$ cat config.mk
export PLATFORM = sky130hd
export DESIGN_NAME = decoder_3to8
export DESIGN_NICKNAME = d
export VERILOG_FILES = /design/src/rtl/decoder_3to8.sv
export SDC_FILE = /design/constraint.sdc
export NUM_CORES = 1
export LEC_CHECK = 0
export ABC_AREA = 1
export CAP_MARGIN = 10
export CORE_AREA = 2 2 39 41
export CTS_CLUSTER_SIZE = 8
export DETAILED_ROUTE_END_ITERATION = 12
export DIE_AREA = 0 0 41 43
export PLACE_DENSITY = 0.67
export SLEW_MARGIN = 20
export SYNTH_ARGS = -nofsm -noshare
export SYNTH_HDL_FRONTEND = slang
export SYNTH_SLANG_ARGS = --single-unit
$ cat constraint.sdc
create_clock -name clk -period 0.8 [get_ports clk]
set_clock_uncertainty 0.1 [all_clocks]
set_input_delay 0.24 -clock clk [delete_from_list [all_inputs] [get_ports clk]]
set_output_delay 0.24 -clock clk [all_outputs]
set_load 0.02 [all_outputs]
$ cat src/rtl/decoder_3to8.sv
// rtl/decoder_3to8.sv - 3-to-8 one-hot decoder with enable and registered copy
// Drives the LED column lines; narrower consumers tap the low bits of out.
module decoder_3to8 (
  input  logic       clk,
  input  logic       rst,
  input  logic       ena,
  input  logic [2:0] in,
  output logic [7:0] out,
  output logic [7:0] out_q
);

  logic [7:0] w_dec;
  logic [7:0] r_dec;

  always_comb begin
    w_dec = 8'h00;
    if (ena) begin
      for (int k = 0; k < 8; k++) begin
        if (in == 3'(k)) begin
          w_dec[k] = 1'b1;
        end
      end
    end
  end

  // Reset has priority so a same-edge input change never leaks into out_q.
  always_ff @(posedge clk) begin
    if (rst) begin
      r_dec <= 8'h00;
    end else begin
      r_dec <= w_dec;
    end
  end

  assign out   = w_dec;
  assign out_q = r_dec;

endmodule

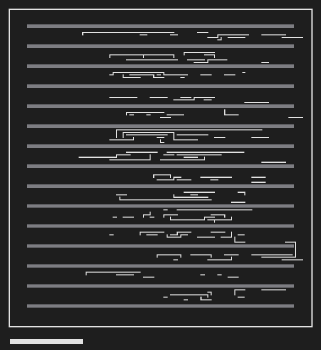
(images/m1.png)
Scale bar: 10 um. Supply wires on this layer in gray.
nets with wire on the layer: 70
longest straight run: 19.8 um
main direction: horizontal

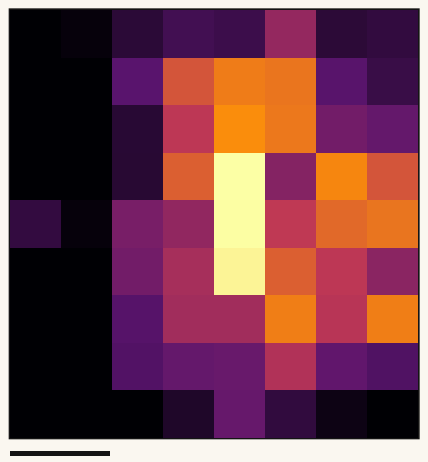
(images/route_heat.png)
Scale bar: 10 um. The die is cut into 8 by 9 equal tiles; black is low, pale yellow is high, scaled to the fullest tile. Values are wire area over tile area, all layers added.
tiles over half the peak: 24%
nearly empty tiles: 26%
fullest tile: 0.30
densest ninth of the die: center
final wirelength: 987 um
via count: 393

==> metrics.yaml <==
status:
  outcome: "finished, violations left"
  violations: "negative setup slack"
logic_synthesis:
  synth_flop_count: 8
  syn_area_per_cell_um2: 7.15
  ys_warn_count: 0
  ys_area_um2: 300
  syn_inst: 42
  yosysSeqAreaShare: 0.533
  syn-num-nets: 48
  ys_types: 8
  synth_area_um2: 300
  ys_cells: 42
drt:
  drt_pass1_iterations: 2
  drc: 0
  drt_iter0_drc: 2
  viasPerCell: 4.23
  drtAntennaViolNets: 0
setup_path:
  cp-end-kind: "output port"
  critPathLaunchType: "input port"
  worst_ep_arrival_time_ps: 730
  cp_data_required_time_ps: 460
  critPathMaxFanout: 3
  critPathKind: "in -> out"
final_timing:
  relSlewSlack: 0.736
  drv_slew: 0
  hold_viol: 0
  grt_setup_unrepaired: "yes"
  final.period_utilization: 1.33
  min_period_ps: 1070
  setup_slack_ps: -268
  setup_viol: 17
  timing.setup.tns_ps: -3890
  worstMarginPinSlew_ps: 396
  max_freq_mhz: 937
  fin_hold_ws_ps: 178
hold_path:
  worst_hold_path.num_cells: 3
  hold_class: "in -> reg"
  hp-start: "in[0]"
  min_to: "out_q[5]"
global_route:
  grt-ovfl-total: 0
  first_global_vias: 366
  grt_max_degree: 9
  antenna_found_initial: 0
  grt_pass1_wl_mm: 1.59
place:
  place_area_um2: 767
  place_congestion: 0.652
  dp_slack_ps: -1280
  port_buffers: 21
  dp_hpwl_um: 697
  place_inst: 87
floorplanning:
  fp-utilization: 0.217
  die_h_um: 43
  die_w_um: 41
  io_pins: 22
  row_count: 14
  die_area_um2: 1760
final_layout:
  final_nets: 85
  final_cell_mix: "22 x buf_6, 9 x nor2_4, 8 x dfxtp_2"
  layout_top_cell: "buf_6"
  layoutNonFillerInstCount: 93
  diodes: 0
  syn_to_final_growth_pct: 206
  fill_cells: 96
  drive_gt1_frac: 0.948
  largest_reg_flops: 8
pwr:
  p_leak_uw: 0.000413
  total_power_uw: 1020
  ir_drop_mv: 0.350
  power.density_nw_per_um2: 1110
clock_network:
  cts_tree: "built"
  cts_buffers: 3
  htree_levels: 1
  cts_root_buf: "clkbuf_4"
  cts_hold_buffers: 0
  cts_buffer_depth: 2
  path_clk_slew_ps: 50
  cts.sinks: 8
flow_run:
  warnings: 29
  drv_cap: 0
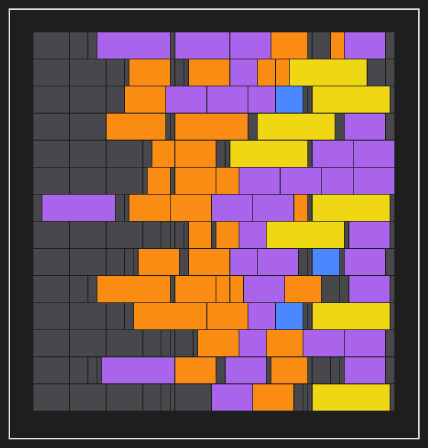
(images/class_map.png)
Fill, decap, tap and diode cells in gray.
| color | class | cells | share of their area |
|---|---|---|---|
| purple | remaining buffers and delay cells | 33 | 42% |
| yellow | sequential cells | 8 | 19% |
| blue | clock-net drivers | 3 | 2.5% |
| orange | remaining logic cells | 33 | 37% |
CORE AREA: 1380 um^2
final instance area: 918 um^2
fraction of area in registers: 0.185
fin util: 0.664

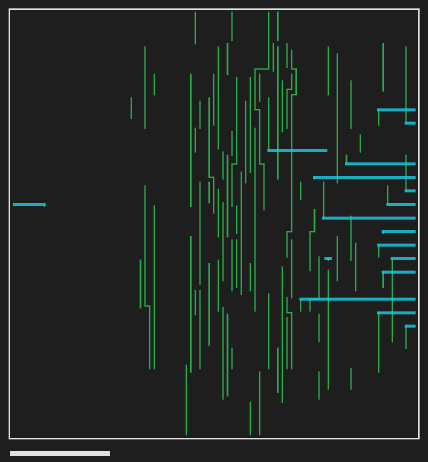
(images/layers.png)
Scale bar: 10 um. Only two layers are drawn.
| color | layer | wire length |
|---|---|---|
| cyan | M3 | 70.5 um |
| green | M2 | 540 um |
Tot GR Track Use: 0.135
WL/cell: 10.6 um

==> power breakdown <==
group | total, uW | switching (uW) | leakage (uW) | internal [uW]
sequential | 410 | 2.89 | 0.0000687 | 407
combinational | 314 | 159 | 0.000331 | 155
clock | 294 | 124 | 0.0000138 | 171
==> worst max path at each step <==
stage / start / to / slack (ps) / cells after the start
after floorplan: ena / out[0] / -70 / 4
after global placement: in[1] / out[2] / -1280 / 7
after detailed placement: in[0] / out[1] / -1280 / 7
after CTS: ena / out[5] / -290 / 5
after global routing: in[2] / out[0] / -320 / 5
final: in[2] / out[0] / -270 / 5
==> Yosys cell counts (all sizes together) <==
cell   instances  area share
nor2          12        0.16
inv            7       0.088
buf            1       0.017
nor3           5       0.083
dfxtp          8        0.53
nand2          9        0.12
==> layout make-up <==
class	instances	area [um^2]	area share
Multi-Input combinational cell	26	255	0.278
Timing Repair Buffer	33	377	0.410
Tap cell	16	20.0	0.0218
Sequential cell	8	170	0.185
Inverter	7	73.8	0.0804
Clock buffer	3	22.5	0.0245
==> worst max-delay path, stage by stage <==
cell and delay [ps]:
buf_12 120, nor2_4 120, nand2_2 80, inv_2 60, buf_6 100
==> cells by family after synthesis <==
group | Yosys count | synth area share
buffers and inverters | 8 | 0.104
DFF | 8 | 0.533
and+or+nand+nor | 26 | 0.363
==> layer usage <==
layer  GRT usage  wire length, um  vias up
li1            -                -      202
met1       0.153              366      172
met2       0.216              539       17
met3      0.0314               70        2
met4      0.0800               10        0
met5           0                0        -
==> repair_timing <==
action | in CTS | in global routing
setup buffers | 10 | 2
pin swaps | 13 | 8
resized | 151 | 6
endpoints found under the setup margin | 24 | 18
Power and IR drop assume default switching activity.
